<file path="config.mk">
export PLATFORM = sky130hd
export DESIGN_NAME = sync_cal_controller
export DESIGN_NICKNAME = d
export VERILOG_FILES = /design/src/rtl/sync_cal_controller.sv
export SDC_FILE = /design/constraint.sdc
export NUM_CORES = 1
export LEC_CHECK = 0
export CAP_MARGIN = 0
export CELL_PAD_IN_SITES_DETAIL_PLACEMENT = 1
export CELL_PAD_IN_SITES_GLOBAL_PLACEMENT = 1
export CORE_MARGIN = 2
export CORE_UTILIZATION = 35
export CTS_CLUSTER_DIAMETER = 120
export DETAILED_ROUTE_END_ITERATION = 16
export GPL_TIMING_DRIVEN = 0
export PLACE_DENSITY_LB_ADDON = 0.1
export SETUP_SLACK_MARGIN = 0.3
export SLEW_MARGIN = 20
export SYNTH_ARGS = -nofsm -noshare
export SYNTH_HDL_FRONTEND = slang
export SYNTH_SLANG_ARGS = --single-unit
</file>
<file path="constraint.sdc">
create_clock -name clk -period 3.5 [get_ports clk]
set_clock_uncertainty 0.05 [all_clocks]
set_input_delay 0.35 -clock clk [delete_from_list [all_inputs] [get_ports clk]]
set_output_delay 0.35 -clock clk [all_outputs]
set_load 0.02 [all_outputs]
</file>
<file path="src/rtl/sync_cal_controller.sv">
// sync_cal_controller: loads a target period, settles, then scores adjuster windows to declare lock or timeout.
// Define SYNC_CAL_RELOCK_EN to let LOCKED fall back to MEASURE after LOSS_CNT consecutive bad windows.
module sync_cal_controller #(
  parameter int SETTLE_CYC = 16,
  parameter int LOCK_CNT   = 4,
  parameter int LOSS_CNT   = 2,
  parameter int TIMEOUT    = 64,
  parameter int TOL        = 2
) (
  input  logic       clk,
  input  logic       rst,
  input  logic       start,
  input  logic       abort,
  input  logic [7:0] target,
  input  logic       meas_valid,
  input  logic [8:0] duration,
  input  logic       increment,
  input  logic       decrement,
  output logic [7:0] set_period,
  output logic       ld,
  output logic       busy,
  output logic       locked,
  output logic       fail,
  output logic [9:0] last_err,
  output logic [7:0] win_cnt
);
  localparam int SW = $clog2(SETTLE_CYC + 1);
  typedef enum logic [2:0] {IDLE, LOAD, SETTLE, MEASURE, LOCKED, FAIL} state_t;
  state_t        state, state_n;
  logic [SW-1:0] settle, settle_n;
  logic [3:0]    good, good_n, bad, bad_n;
  logic [7:0]    set_period_n, win_cnt_n, win_inc;
  logic [9:0]    last_err_n, err, err_abs;
  logic          in_band, lock_hit, loss_hit, restart, settle_done;
  assign err         = {1'b0, duration} - {2'b0, set_period};
  assign err_abs     = err[9] ? -err : err;
  assign in_band     = err_abs <= 10'(TOL) && !(increment && decrement);
  assign win_inc     = win_cnt == 8'hff ? win_cnt : win_cnt + 8'd1;
  assign lock_hit    = in_band && good + 4'd1 == 4'(LOCK_CNT);
  assign loss_hit    = !in_band && bad + 4'd1 == 4'(LOSS_CNT);
  assign restart     = start && (state == IDLE || state == LOCKED || state == FAIL);
  assign settle_done = settle == SW'(SETTLE_CYC - 1);
  always_comb begin
    state_n      = state;
    settle_n     = settle;
    good_n       = good;
    bad_n        = bad;
    set_period_n = set_period;
    win_cnt_n    = win_cnt;
    last_err_n   = last_err;
    if (abort) begin
      state_n   = IDLE;
      settle_n  = '0;
      good_n    = '0;
      bad_n     = '0;
      win_cnt_n = '0;
    end else if (restart) begin
      state_n      = LOAD;
      set_period_n = target;
      settle_n     = '0;
      good_n       = '0;
      bad_n        = '0;
      win_cnt_n    = '0;
    end else begin
      case (state)
        LOAD: state_n = SETTLE;
        SETTLE: begin
          settle_n = settle_done ? '0 : settle + SW'(1);
          state_n  = settle_done ? MEASURE : SETTLE;
        end
        MEASURE: if (meas_valid) begin
          last_err_n = err;
          win_cnt_n  = win_inc;
          good_n     = in_band ? good + 4'd1 : '0;
          state_n    = lock_hit ? LOCKED : win_inc == 8'(TIMEOUT) ? FAIL : MEASURE;
        end
        // bad tracks consecutive out-of-band windows while locked
        LOCKED: if (meas_valid) begin
          last_err_n = err;
          bad_n      = in_band || loss_hit ? '0 : bad + 4'd1;
`ifdef SYNC_CAL_RELOCK_EN
          if (loss_hit) begin
            state_n   = MEASURE;
            good_n    = '0;
            win_cnt_n = '0;
          end
`else
`endif
        end
        default: ;
      endcase
    end
  end
  always_ff @(posedge clk or negedge rst) begin
    if (!rst) begin
      state      <= IDLE;
      settle     <= '0;
      good       <= '0;
      bad        <= '0;
      set_period <= '0;
      win_cnt    <= '0;
      last_err   <= '0;
      ld         <= 1'b0;
      busy       <= 1'b0;
      locked     <= 1'b0;
      fail       <= 1'b0;
    end else begin
      state      <= state_n;
      settle     <= settle_n;
      good       <= good_n;
      bad        <= bad_n;
      set_period <= set_period_n;
      win_cnt    <= win_cnt_n;
      last_err   <= last_err_n;
      ld         <= state_n == LOAD;
      busy       <= state_n == LOAD || state_n == SETTLE || state_n == MEASURE;
      locked     <= state_n == LOCKED;
      fail       <= state_n == FAIL;
    end
  end
endmodule

</file>
run_1/cell_density.png
Bar = 20 µm. 9 x 9 tiles, from dark purple (low) to yellow (high), 0 to 100% covered.
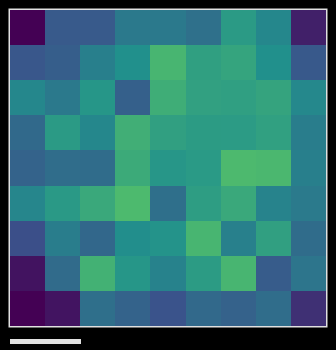
nearly empty tiles: 2.5%
emptiest ninth of the die: south-west
fullest tile: 68%
mean over tiles: 44%

run_1/metal_density.png
18 x 18 tiles, from dark purple (low) to yellow (high), scaled to the fullest tile. Values are wire area over tile area, all layers added.
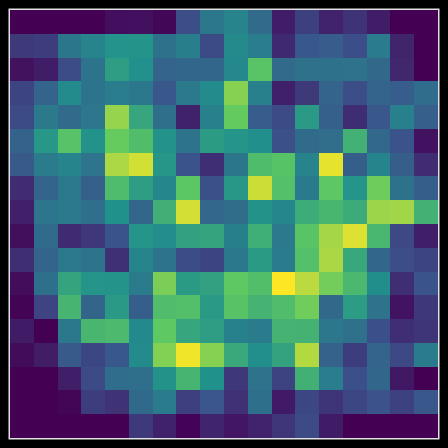
emptiest ninth of the die: south-west
fullest tile: 0.32
mean over tiles: 0.12

==> git commit body, run 1 <==
Update PnR metrics after Yosys + OpenROAD run

- Most common logic cells in the final layout: 50 x sky130_fd_sc_hd__clkdlybuf4s50_1, 40 x sky130_fd_sc_hd__dfrtp_1, 26 x sky130_fd_sc_hd__nor2_1, 21 x sky130_fd_sc_hd__nand2_1, 16 x sky130_fd_sc_hd__o21ai_0
* GRT overflow: 0
- The largest individual stage delay along the critical path comes from the cell sky130_fd_sc_hd__or3b_4.
* Maximum number of pins on one net before global-route repair: 27
- TritonCTS clock tree: done
* CP arrival: between 3 and 4 ns
- The repair_antennas step left the layout with diodes totalling 0.
- At floorplan, the net count of the design was reported as approximately 300.
- Via count of the first global-routing pass: 2,165
* Cell area after synthesis: around 2500 µm²
* Highest ir drop seen on vdd: 0.160 mV
- By instance count after routing, the leading logic cell type is sky130_fd_sc_hd__clkdlybuf4s50_1.
* Worst path cell trace: ha_4 -> inv_2 -> fa_2 -> a21o_1 -> a221oi_4 -> buf_6 -> xnor2_4 -> and4b_1 -> o2111a_1 -> buf_6 -> o31a_1 -> or3b_4 -> buf_8 -> mux2_4
- For this sky-water flow run, the detailed-routed wirelength per cell is reported as ~15 µm.
- Setup-failing EPs final: 9
- Per the OpenROAD floorplan log, the height of the die is between 80 and 90 µm.
* Power density over the cells: 670 nW/µm²
* Detailed Route WL: 6400 µm
* Initial drt markers: 42
* Pre-Repair DR Iteration Count: 4
- Counting tap cells, the placed design contains a total of roughly 410 instances.
* Final instance count without filler cells: roughly 440
- Post-Syn Area per Cell: 9.75 µm²
- Core ar.: about 7100 µm²
- The root buffer cell chosen for the clock tree is sky130_fd_sc_hd__clkbuf_8.
* Core Density at Floorplan: 0.357
* Net count, final: ~380
- In this run the remaining antenna-violating nets after routing total 0.
- The critical path maximum fanout is 5.
- Die width: 89.3 µm
- Max-slew headroom: 0.585
* Count of port buffers added during placement: approximately 53
- The first global-routing pass estimated approximately 11,000 µm of wire.
* Inserted Clock Buffers: 5
- Share of cells above drive strength 1: 0.191
* Placer congestion estimate: between 0.7 and 0.8
* Average vias per placed instance: 5.04
- Hold_ws: ~0.44 ns
* Endpoint class of the critical path: flop
- Clock latency on the worst-skew pair, taken at its later pin, is 0.30 ns.
* Syn. warnings: 0
- Category of the critical setup timing path: reg -> reg
- Clock-pin transition on the worst setup and hold timing paths: 0.08 ns
- Total I/O pin count: 54
- Min-delay worst type: reg -> reg
* Area reported by Yosys stat: 2540 µm²
- Cell row count: 31
* Placed wire-length estimate: 4690 µm
- Initial antenna violation count: 0
* Distinct cell type count after synthesis: 54
* Leakage power: 1.55 nW
* Worst setup slack after layout: -0.176 ns
- The flow ran to the end, but the final reports show violations.
- The final route contains 2,216 vias.
- Buffers & Inverters on Critical Path: 4
- FF+latch count, synth: 42
* Worst Setup Start Kind: flop
- Unrepaired setup endpoints after global routing: yes
* Sequential cell area fraction in the yosys report: 0.413
- Remaining design rule violation count: 0
* Cells in synth_stat.txt: around 260
- Cells after synthesis: 261
- Total power for the finished layout comes to around 2.4 mW.
- Area growth syn-to-layout: 41.0%
- The final timing report lists a max-slew violation count of 0.
- STA puts the critical path data required time at roughly 3.6 ns.
- For this run, the leading register cell type out of synthesis is sky130_fd_sc_hd__dfrtp_1.
* Clock Sinks: 42
* Final tally of hold violations: 0
- The smallest clock period supported by the final layout is computed as between 3 and 4 ns.
- The H-tree was split into 2 levels.
* Worst stage delay on the critical path: ~0.42 ns
* Flip-flops with a built-in enable: 0
- Setup TNS: -1.43 ns
- Deepest clock path buffer count: 2
- Post-Place Worst Slack: -0.775 ns
- Proportion of synthesized flip-flops having asynchronous set or reset: 1.00
* Log Warnings: 29
- At the pin with the least slew margin, the transition time is 0.616 ns.
- Chip area: 7970 µm²
- Achievable frequency: between 0.2 and 0.3 GHz
- Broken down by cell family, the worst path's largest delay share belongs to AND-OR/OR-AND gates.
- Across the run, the number of max-cap violations was 0.
- Fraction of the cycle the final worst path needs: 1.05
* Violated checks: negative setup slack
- Cell repeated most along the worst path: sky130_fd_sc_hd__buf_6
* Global routing usage summed across all routing layers: 0.169
run_1/flops_by_reg.png
Bar = 20 µm. Other sequential cells in the stronger gray, the rest of the logic in the fainter gray.
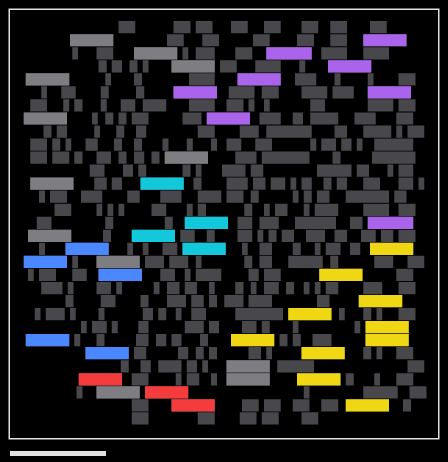
| name in the netlist | color | sequential cells |
|---|---|---|
| `state` | red | 3 |
| `good` | cyan | 4 |
| `last_err` | yellow | 10 |
| `set_period` | purple | 8 |
| `settle` | blue | 5 |
not colored: 12

run 1: synthesized netlist by cell type (all sizes together), types with 2 or more instances:
cell    count  area, µm²
mux2i       3       30.0
a21oi      13       65.1
and3        2       12.5
xor2        6       52.6
ha         11        138
nor2       27        101
or3         2       12.5
xnor2       7       61.3
a22o        2       17.5
nand2b      7       43.8
o31ai       2       15.0
nand2      21       78.8
dfrtp      42       1050
nor2b       3       18.8
nor4        2       12.5
a41oi       2       17.5
o21ai      19       95.1
mux2       14        188
nor3        9       45.0
nand3      10       50.1
a32oi       2       17.5
o21bai      2       15.0
inv        14       52.6
buf         2       15.0
a21o        4       37.5
a211oi      3       27.5
o21a        2       15.0
nand4       2       12.5
clkbuf      6       22.5
run 1: flip-flops by register name (all words and copies together), names as in the netlist:
signal      flops
settle          5
win_cnt         8
last_err       10
fail            1
set_period      8
locked          1
busy            1
good            4
ld              1
state           3
run 1: worst register-to-register path, delay by kind of cell (launching register included):
family / cells / cell delay (ns)
multiplexers: 1 / 0.29
flip-flops: 1 / 0.39
buffers and inverters: 4 / 0.48
XOR/XNOR: 1 / 0.09
AND-OR/OR-AND: 4 / 1.08
adder cells (fa/ha/maj): 2 / 0.52
AND/OR/NAND/NOR: 2 / 0.67
run 1: repair_timing:
item	CTS	global route
resized	19	7
setup buffers	11	5
endpoints found under the setup margin	17	14
pin swaps	11	3
endpoints found under the hold margin	16	0
hold buffers	1	0
gates cloned	1	0
run 1: report_power, final:
group          internal (mW)  total, mW  switching, mW
Sequential             0.582      0.645         0.0637
Combinational          0.741       1.44          0.697
Clock                  0.141      0.319          0.178
Total                   1.46       2.40          0.938
run 1: final cells by class:
cell class                      count  area, µm²
Clock inverter                      2       13.8
Fill cell                         850       3550
Clock buffer                        6       72.6
Tap cell                           99        124
Inverter                           14       52.6
Buffer                              8       41.3
Sequential cell                    42       1050
Multi-Input combinational cell    197       1520
Timing Repair Buffer               72        712
run 1: routing by layer:
| layer | global-route usage | wire length (µm) |
|---|---|---|
| met3 | 0.0277 | 158 |
| met4 | 0.0448 | 32 |
| met5 | 0 | 0 |
| met2 | 0.306 | 3480 |
| met1 | 0.207 | 2730 |
run 1: final timing paths:
| kind | slack, ns | cells past startpoint | startpoint | to |
|---|---|---|---|---|
| setup reg to reg | -0.18 | 14 | set_period[0] | set_period[7] |
| hold reg to reg | 0.44 | 2 | last_err[0] | last_err[0] |
| setup / recovery | -0.18 | 14 | set_period[0] | set_period[7] |
| max in group asynchronous | 2.46 | 3 | rst | good[1] |
| min in group asynchronous | 0.46 | 2 | rst | last_err[0] |
| hold / removal | 0.44 | 2 | last_err[0] | last_err[0] |
run 1: kinds of logic after synthesis:
group	after synthesis	share of synthesized area
AND/OR/NAND/NOR	95	0.187
flip-flops	42	0.413
XOR/XNOR	13	0.0447
buffers and inverters	22	0.0354
multiplexers	17	0.0855
AND-OR/OR-AND	60	0.172
adder cells (fa/ha/maj)	12	0.0619
run 1: metrics by stage:
stage	instance area [µm²]	utilization
CTS	3510	0.492
finish	3590	0.503
detailed placement	3240	0.454
global route	3590	0.503
global placement	3230	0.452
floorplan	2570	-
--- run 2 (diff from run 1) ---
--- a/config.mk
+++ b/config.mk
@@ -13,9 +13,10 @@
 export CTS_CLUSTER_DIAMETER = 120
 export DETAILED_ROUTE_END_ITERATION = 16
 export GPL_TIMING_DRIVEN = 0
-export PLACE_DENSITY_LB_ADDON = 0.1
+export PLACE_DENSITY = 0.86
 export SETUP_SLACK_MARGIN = 0.3
 export SLEW_MARGIN = 20
 export SYNTH_ARGS = -nofsm -noshare
 export SYNTH_HDL_FRONTEND = slang
 export SYNTH_SLANG_ARGS = --single-unit
+export TNS_END_PERCENT = 10
run_2/cell_density.png
Bar = 20 µm. 9 x 9 tiles, from dark purple (low) to yellow (high), 0 to 100% covered.
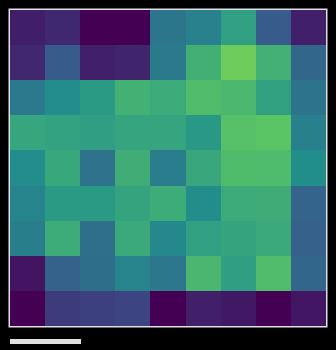
fullest tile: 78%
tiles over 75% full: 1.2%
mean over tiles: 43%
emptiest ninth of the die: north-west
nearly empty tiles: 6.2%

==> run 2 against run 1 <==
Net effect:
- the flow still finishes with violations (negative setup slack)
- combinational power shrank about 10%
- via count decreased by 0.95%
- power grew 0.46%
- cell area down 1.6%
- synthesized cell count unchanged
- die area unchanged
- worst hold slack better by 0.0062 ns
- register-to-register slack better by 0.09 ns
- largest power group unchanged
==> git commit body, run 2 <==
Update PnR metrics after Yosys + OpenROAD run

- Run status: complete, but fails checks
* Violated checks: negative setup slack
* Global routing usage summed across all routing layers: 0.179
* Distinct cell type count after synthesis: between 50 and 60
- Crit path required time: 3.64 ns
* CP max FO: 5
* Proportion of synthesized flip-flops having asynchronous set or reset: 1.00
* Final tally of hold violations: 0
* Achievable frequency: 0.278 GHz
* Setup-failing EPs final: 8
- Clock period minus final worst setup slack: approximately 3.6 ns
- STA classifies the critical path startpoint as a primary input.
- In the placement report, post-DP HPWL is listed as 5140 µm.
- The area growth from synthesis to layout is 38.7%.
* Fraction of the cycle the final worst path needs: 1.03
* Post-Syn Area per Cell: between 9 and 10 µm²
- The register with the most flip-flops in the layout has 10 of them.
- Die outline height: roughly 89 µm
- Flip-flops with a built-in enable: 0
- The report lists the power per cell area as about 680 nW/µm².
- The area fraction of the largest cell type after synthesis is 0.413.
* DRT antenna net count: 0
- Ranking of synthesized cells by instance count: 42 x sky130_fd_sc_hd__dfrtp_1, 27 x sky130_fd_sc_hd__nor2_1, 21 x sky130_fd_sc_hd__nand2_1
- Latency at later pin: 0.30 ns
- DR WL/cell: 15.7 µm
- TritonCTS clock tree: done
- Per the synth stats, the flop cell with the highest instance count is sky130_fd_sc_hd__dfrtp_1.
- Cells after synthesis: 261
- Deepest clock path buffer count: 2
- Detailed Route WL: 6750 µm
- Max-slew check failures listed in the final report amount to 0.
* Maximum number of pins on one net before global-route repair: 30
* Number of fill cells: just over 800
- The tool flagged a number of max-cap violations equal to 0.
- Biggest regs: last_err x10, set_period x8, win_cnt x8
- The count of buffers added on input and output ports is ~53.
- The initial antenna violation count is 0.
- Total number of vias: 2,195
- Least-Margin Pin Slew: 0.512 ns
* GRT overflow: 0
- The synthesis stats list as the most numerous cell sky130_fd_sc_hd__dfrtp_1.
* Number of nets produced by synthesis: between 200 and 300
- The first routing iteration left 38 violations.
* Via count of the first global-routing pass: 2,367
- After detailed routing, the number of vias per cell comes to 5.10.
* Area reported by Yosys stat: around 2500 µm²
- Counting flops and latches in the post-synthesis netlist gives 42.
* Max-slew headroom: 0.655
* # H-tree levels: 2
- Pre-Repair DR Iteration Count: 4
- Sequential cell area fraction in the yosys report: 0.413
- Number of antenna cells inserted: 0
* Syn. warnings: 0
- Per the post-CTS timing run, clock transition at the registers of the reported paths is 0.08 ns.
* Highest ir drop seen on vdd: roughly 0.24 mV
- The clock net in this run drives a total of 42 sinks.
- The number of clock buffers added by TritonCTS is 5.
- The floorplan step defined a die boundary enclosing 7970 µm².
- CP arrival: ~3.7 ns
- More flip-flops sit in one register than any other, and that register is last_err.
* First-pass GRT wire length: around 11,000 µm
- After synthesis, the cell types taking the most area are sky130_fd_sc_hd__dfrtp_1 41%, sky130_fd_sc_hd__ha_1 5.4%, sky130_fd_sc_hd__mux2_4 4.7%, sky130_fd_sc_hd__nor2_1 4.0%, sky130_fd_sc_hd__o21ai_0 3.5%.
- Endpoint class of the critical path: flop
- Leading area contributor after synthesis: sky130_fd_sc_hd__dfrtp_1
- Leaving out fill and tap cells, the most frequent cells in the layout are 50 x sky130_fd_sc_hd__clkdlybuf4s50_1, 40 x sky130_fd_sc_hd__dfrtp_1, 25 x sky130_fd_sc_hd__nor2_1, 21 x sky130_fd_sc_hd__nand2_1, 16 x sky130_fd_sc_hd__o21ai_0.
* Cell row count: 31
* Worst stage delay on the critical path: 0.47 ns
- Root Buffer: sky130_fd_sc_hd__clkbuf_8
* Net count, final: 366
- Leakage power: approximately 1.5 nW
- Among all stages on the critical path, the largest delay is contributed by sky130_fd_sc_hd__clkdlybuf4s50_1.
- Summed over all failing endpoints, the final setup total negative slack is -0.658 ns.
- Log Warnings: 29
- Core Density at Floorplan: 0.357
- Leading cell type in the layout, fill and taps excluded: sky130_fd_sc_hd__clkdlybuf4s50_1
- On the final layout, the worst hold slack is approximately 0.44 ns.
- Die width: between 80 and 90 µm
- Per the final layout report, the fraction of cells sized above drive strength 1 comes to 0.178.
* Total I/O pin count: 54
* Core ar.: 7140 µm²
* Placer congestion estimate: 0.848
* Unrepaired setup endpoints after global routing: yes
* Cells in synth_stat.txt: 261
* Category of the critical setup timing path: in -> reg
* Worst path cell trace: clkdlybuf4s50_1 -> ha_2 -> a21o_4 -> a2111oi_4 -> a2bb2oi_1 -> and4b_1 -> o2111a_2 -> o31a_1 -> or3b_4 -> buf_6 -> mux2_4
- Summing all placed instances gives a cell area of 3240 µm².
- Cell area after synthesis: 2540 µm²
- The worst hold path belongs to the class in -> async.
* Worst setup slack after layout: -0.0967 ns
- Remaining design rule violation count: 0
- With fillers left out, the area of the finished cells amounts to 3530 µm².
## run 2: path summary, 6_finish.rpt
kind	end	startpoint	slack, ns	cells past startpoint
worst max-delay path	set_period[4]	duration[4]	-0.1	11
worst min-delay path	last_err[3]	rst	0.44	2
worst max register to register	set_period[4]	set_period[0]	-0.09	13
worst min register to register	last_err[0]	last_err[0]	0.45	2
max in group asynchronous	win_cnt[6]	rst	2.48	3
min in group clk	last_err[0]	last_err[0]	0.45	2
## run 2: final cells by class
class | count | area, µm² | area share
Buffer | 8 | 37.5 | 0.0106
Multi-Input combinational cell | 197 | 1510 | 0.427
Tap cell | 99 | 124 | 0.0351
Clock buffer | 6 | 82.6 | 0.0234
Clock inverter | 2 | 60.1 | 0.0170
Sequential cell | 42 | 1050 | 0.298
Inverter | 14 | 52.6 | 0.0149
Timing Repair Buffer | 62 | 613 | 0.174
## run 2: stage by stage
step | power, mW | setup slack (ns) | util | std cells
after floorplan | 1.40 | 0.0765 | - | 261
after global placement | 1.76 | -0.639 | 0.452 | 413
after detailed placement | 1.80 | -0.728 | 0.454 | 414
after CTS | 2.38 | -0.175 | 0.488 | 428
after global routing | 2.56 | -0.233 | 0.495 | 430
final | 2.41 | -0.0967 | 0.495 | 430
## run 2: timing repair
action | CTS | global route
hold endpoints to repair | 13 | 0
buffers inserted | 4 | 2
endpoints found under the setup margin | 15 | 16
resized | 16 | 9
pin swaps | 9 | 10
gates cloned | 1 | 0
hold buffers | 1 | 0
## run 2: routing by layer
layer / share of wire / up-vias / routed length [µm] / GRT usage
met5: 0 / - / 0 / 0
met4: 0.0053 / 0 / 36 / 0.0299
met3: 0.036 / 2 / 245 / 0.0351
met2: 0.53 / 48 / 3600 / 0.341
met1: 0.42 / 1073 / 2860 / 0.208
li1: - / 1072 / - / -
## run 2: power breakdown
part           internal (mW)  total (mW)  switching (mW)
logic                  0.633        1.29           0.653
registers              0.582       0.651          0.0696
clock network          0.304       0.475           0.171
## run 2: worst max-delay path, delay by kind of cell
family,cells,cell delay [ns]
fa+ha+maj,1,0.31
mux,1,0.30
simple gates,2,0.65
compound gates,5,1.49
buf+inv,2,0.63
## run 2: cells by family (layout without fill, tap and decap cells)
group                      Yosys count  in the layout  share of synthesized area
muxes                               17             17                     0.0855
DFF                                 42             42                      0.413
adders and majority gates           12             12                     0.0619
xor gates and xnor gates            13             13                     0.0447
buffers and inverters               22             92                     0.0354
AOI/OAI and AO/OA                   60             60                      0.172
and+or+nand+nor                     95             95                      0.187
--- run 3 (diff from run 2) ---
--- a/config.mk
+++ b/config.mk
@@ -10,8 +10,8 @@
 export CELL_PAD_IN_SITES_GLOBAL_PLACEMENT = 1
 export CORE_MARGIN = 2
 export CORE_UTILIZATION = 35
-export CTS_CLUSTER_DIAMETER = 120
 export DETAILED_ROUTE_END_ITERATION = 16
+export GPL_ROUTABILITY_DRIVEN = 0
 export GPL_TIMING_DRIVEN = 0
 export PLACE_DENSITY = 0.86
 export SETUP_SLACK_MARGIN = 0.3
run_3/clocks.png
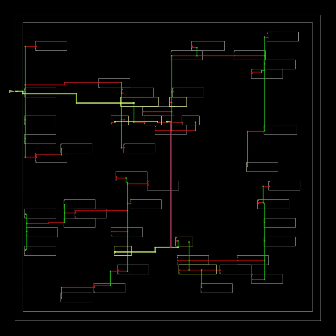
Inserted Clock Buffers: 5
Clock group: 0.475 mW
number of sequential storage elements: 42

==> run 3 against run 2 <==
Net effect:
- the run still ends with negative setup slack left
- synthesized cell count is the same
- first-iteration DRC count is the same
- count of clock-buffer cells in the layout is the same
- cell count is the same
- critical path depth is the same
- cell area is the same
- sequential cell count is the same
- worst hold slack is the same
- sequential power is essentially flat
- via count is the same
- largest cell class unchanged
- largest power group unchanged
==> git commit body, run 3 <==
Update PnR metrics after Yosys + OpenROAD run

- The final timing report lists a max-slew violation count of 0.
- Leading cell type in the layout, fill and taps excluded: sky130_fd_sc_hd__clkdlybuf4s50_1
- The portion of synthesized area spent on multiplexers is 0.0855.
- Counting flops with a built-in enable in the synthesized netlist gives 0.
- More flip-flops sit in one register than any other, and that register is last_err.
- Final instance count without filler cells: 430
- After synthesis, the netlist uses 54 different library cells.
- In the final layout, the share of cells above drive strength 1 is 0.178.
- Remaining design rule violation count: 0
- The worst-case max-slew headroom was logged as 0.655.
- Synth top area share: 0.413
* Clock Sinks: 42
- Final tally of hold violations: 0
- Area reported by Yosys stat: approximately 2500 µm²
- Summed over all layers, the global routing overflow is 0.
- Counting along the longest clock path gives a buffer depth of 2.
* Xor/xnor share: 0.0447
- The timing report gives the clock slew at the launch and capture registers of the worst setup and hold paths as ~0.080 ns.
* Latency at later pin: 0.30 ns
* Worst setup slack after layout: -0.0967 ns
- Die outline height: 89.3 µm
- Reg2Reg Setup Slack: -0.09 ns
* Main area contributors after synthesis: sky130_fd_sc_hd__dfrtp_1 41%, sky130_fd_sc_hd__ha_1 5.4%, sky130_fd_sc_hd__mux2_4 4.7%, sky130_fd_sc_hd__nor2_1 4.0%, sky130_fd_sc_hd__o21ai_0 3.5%
- Cells after synthesis: 261
- Yosys printed 0 warnings.
- First-pass GRT wire length: 11,100 µm
- Biggest regs: last_err x10, set_period x8, win_cnt x8
- Initial antenna violation count: 0
- Sequential cell area fraction in the yosys report: 0.413
* Proportion of synthesized flip-flops having asynchronous set or reset: 1.00
* Violated checks: negative setup slack
* Log Warnings: 29
* Buffers & Inverters on Critical Path: 2
* Number of nets produced by synthesis: 297
- Setup-failing EPs final: 8
- At the pin with the least slew margin, the transition time is 0.512 ns.
- The worst path in the final design needs a cycle of ~3.6 ns, including I/O delays and setup.
- For this run, the top clock speed supported by timing is ~0.28 GHz.
- Number of antenna cells inserted: 0
- Total I/O pin count: 54
- Global routing usage summed across all routing layers: 0.179
- Yosys reports that the most numerous cell types are 42 x sky130_fd_sc_hd__dfrtp_1, 27 x sky130_fd_sc_hd__nor2_1, 21 x sky130_fd_sc_hd__nand2_1.
* Ao+oa area frac: 0.172
* Placed wire-length estimate: 5140 µm
- The type recorded for the worst min-delay path is in -> async.
- Worst Setup Start Kind: primary input
- STA puts the critical path data required time at 3.64 ns.
- The floorplan step defined a core boundary enclosing 7140 µm².
- Per the OpenROAD power report, leakage power amounts to about 1.5 nW.
* Share of synthesized cell area in full adder, half adder and majority cells: 0.0619
- Dividing the detail-routed via count by the number of cells gives 5.10.
* Pre-Repair DR Iteration Count: 4
- Most common logic cells in the final layout: 50 x sky130_fd_sc_hd__clkdlybuf4s50_1, 40 x sky130_fd_sc_hd__dfrtp_1, 25 x sky130_fd_sc_hd__nor2_1, 21 x sky130_fd_sc_hd__nand2_1, 16 x sky130_fd_sc_hd__o21ai_0
- Once synthesis finished, the tally of register bits stood at 42.
* Die width: about 89 µm
- Number of fill cells: 827
- The detailed router placed 2,195 vias in this run.
- Looking at the clock tree report, the root buffer type is sky130_fd_sc_hd__clkbuf_8.
- Max FFs per register: 10
* Highest ir drop seen on vdd: 0.240 mV
- Run status: complete, but fails checks
- Cell row count: 31
- Post-Place Worst Slack: -0.728 ns
- The critical path is of the in -> reg type.
- TritonRoute output was used to compute an average wire per cell of roughly 16 µm.
[run 3: cell counts after synthesis]
No cell type changed its count.
[run 3: cell type report]
class                           count  area [µm²]  share of cell area
Timing Repair Buffer               62         613               0.174
Tap cell                           99         124              0.0351
Buffer                              8        37.5              0.0106
Clock buffer                        6        82.6              0.0234
Sequential cell                    42        1050               0.298
Clock inverter                      2        60.1              0.0170
Inverter                           14        52.6              0.0149
Multi-Input combinational cell    197        1510               0.427
[run 3: repair_timing]
action                                 4_1_cts  5_1_grt
resized                                     16        9
buffers inserted                             4        2
pin swaps                                    9       10
endpoints found under the hold margin       13        0
cloned                                       1        0
hold buffers                                 1        0
setup endpoints to repair                   15       16
[run 3: final timing paths]
path | startpoint | end | cells past startpoint
max | duration[4] | set_period[4] | 11
min | rst | last_err[3] | 2
max reg2reg | set_period[0] | set_period[4] | 13
min reg2reg | last_err[0] | last_err[0] | 2
max in group asynchronous | rst | win_cnt[6] | 3
min in group clk | last_err[0] | last_err[0] | 2
[run 3: worst register-to-register path, cell delays in order, from the launching register on]
cell and delay [ns]:
sky130_fd_sc_hd__dfrtp_2 0.40, sky130_fd_sc_hd__ha_4 0.14, sky130_fd_sc_hd__inv_2 0.04, sky130_fd_sc_hd__fa_2 0.37, sky130_fd_sc_hd__a21o_1 0.21, sky130_fd_sc_hd__a21oi_2 0.18, sky130_fd_sc_hd__xnor2_2 0.14, sky130_fd_sc_hd__or4b_4 0.50
sky130_fd_sc_hd__nor4_4 0.18, sky130_fd_sc_hd__o2111a_2 0.28, sky130_fd_sc_hd__or3_4 0.13, sky130_fd_sc_hd__or3b_4 0.41, sky130_fd_sc_hd__buf_6 0.16, sky130_fd_sc_hd__mux2_4 0.30
[run 3: power by group]
part	internal (mW)	switching [mW]
clock	0.304	0.171
sequential	0.582	0.0696
combinational	0.633	0.653
[run 3: cells by family (layout without fill, tap and decap cells)]
family	Yosys count	after routing
XOR/XNOR	13	13
adder cells (fa/ha/maj)	12	12
AND-OR/OR-AND	60	60
flip-flops	42	42
AND/OR/NAND/NOR	95	95
buffers and inverters	22	92
multiplexers	17	17
[run 3: per-stage QoR]
step	cell area [µm²]	setup TNS (ns)	hold slack (ns)	power [mW]
after floorplan	2570	0	0.00441	1.40
after global placement	3230	-5.79	0.412	1.76
after detailed placement	3240	-6.98	0.233	1.80
after CTS	3480	-1.28	0.456	2.38
after global routing	3530	-1.77	0.467	2.56
final	3530	-0.658	0.442	2.41
[run 3: routing by layer]
metal | share of wire | wire length, µm | track usage | vias to the layer above
met4 | 0.0053 | 36 | 0.0299 | 0
met2 | 0.53 | 3600 | 0.341 | 48
li1 | - | - | - | 1072
met1 | 0.42 | 2860 | 0.208 | 1073
met3 | 0.036 | 245 | 0.0351 | 2
met5 | 0 | 0 | 0 | -

==> notes/layouts.md <==
Pictures saved along the way, in no particular order.

Metal layers overlaid.
Only two layers are drawn.
(a)
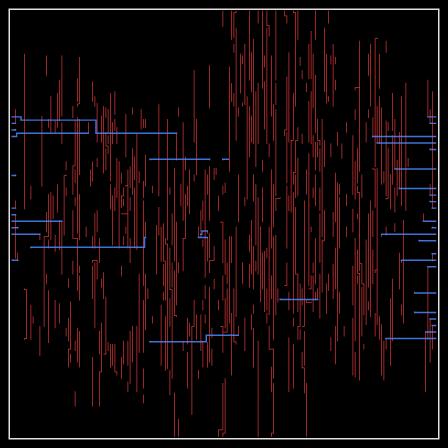
(b)
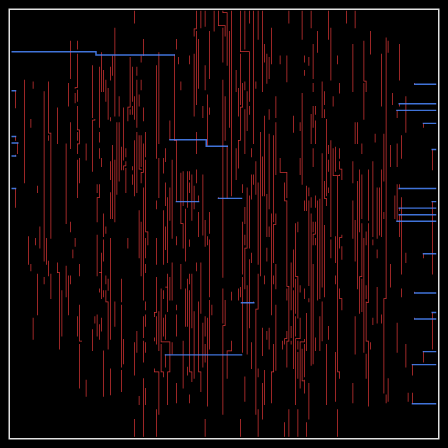
(a) -> run 3
(b) -> run 1

Key to (b):
| layer | color | wire length |
|---|---|---|
| metal 2 | red | 3,480 µm |
| metal 3 | blue | 158 µm |

Power figures rest on the tool's default switching activity, not on a simulated workload.
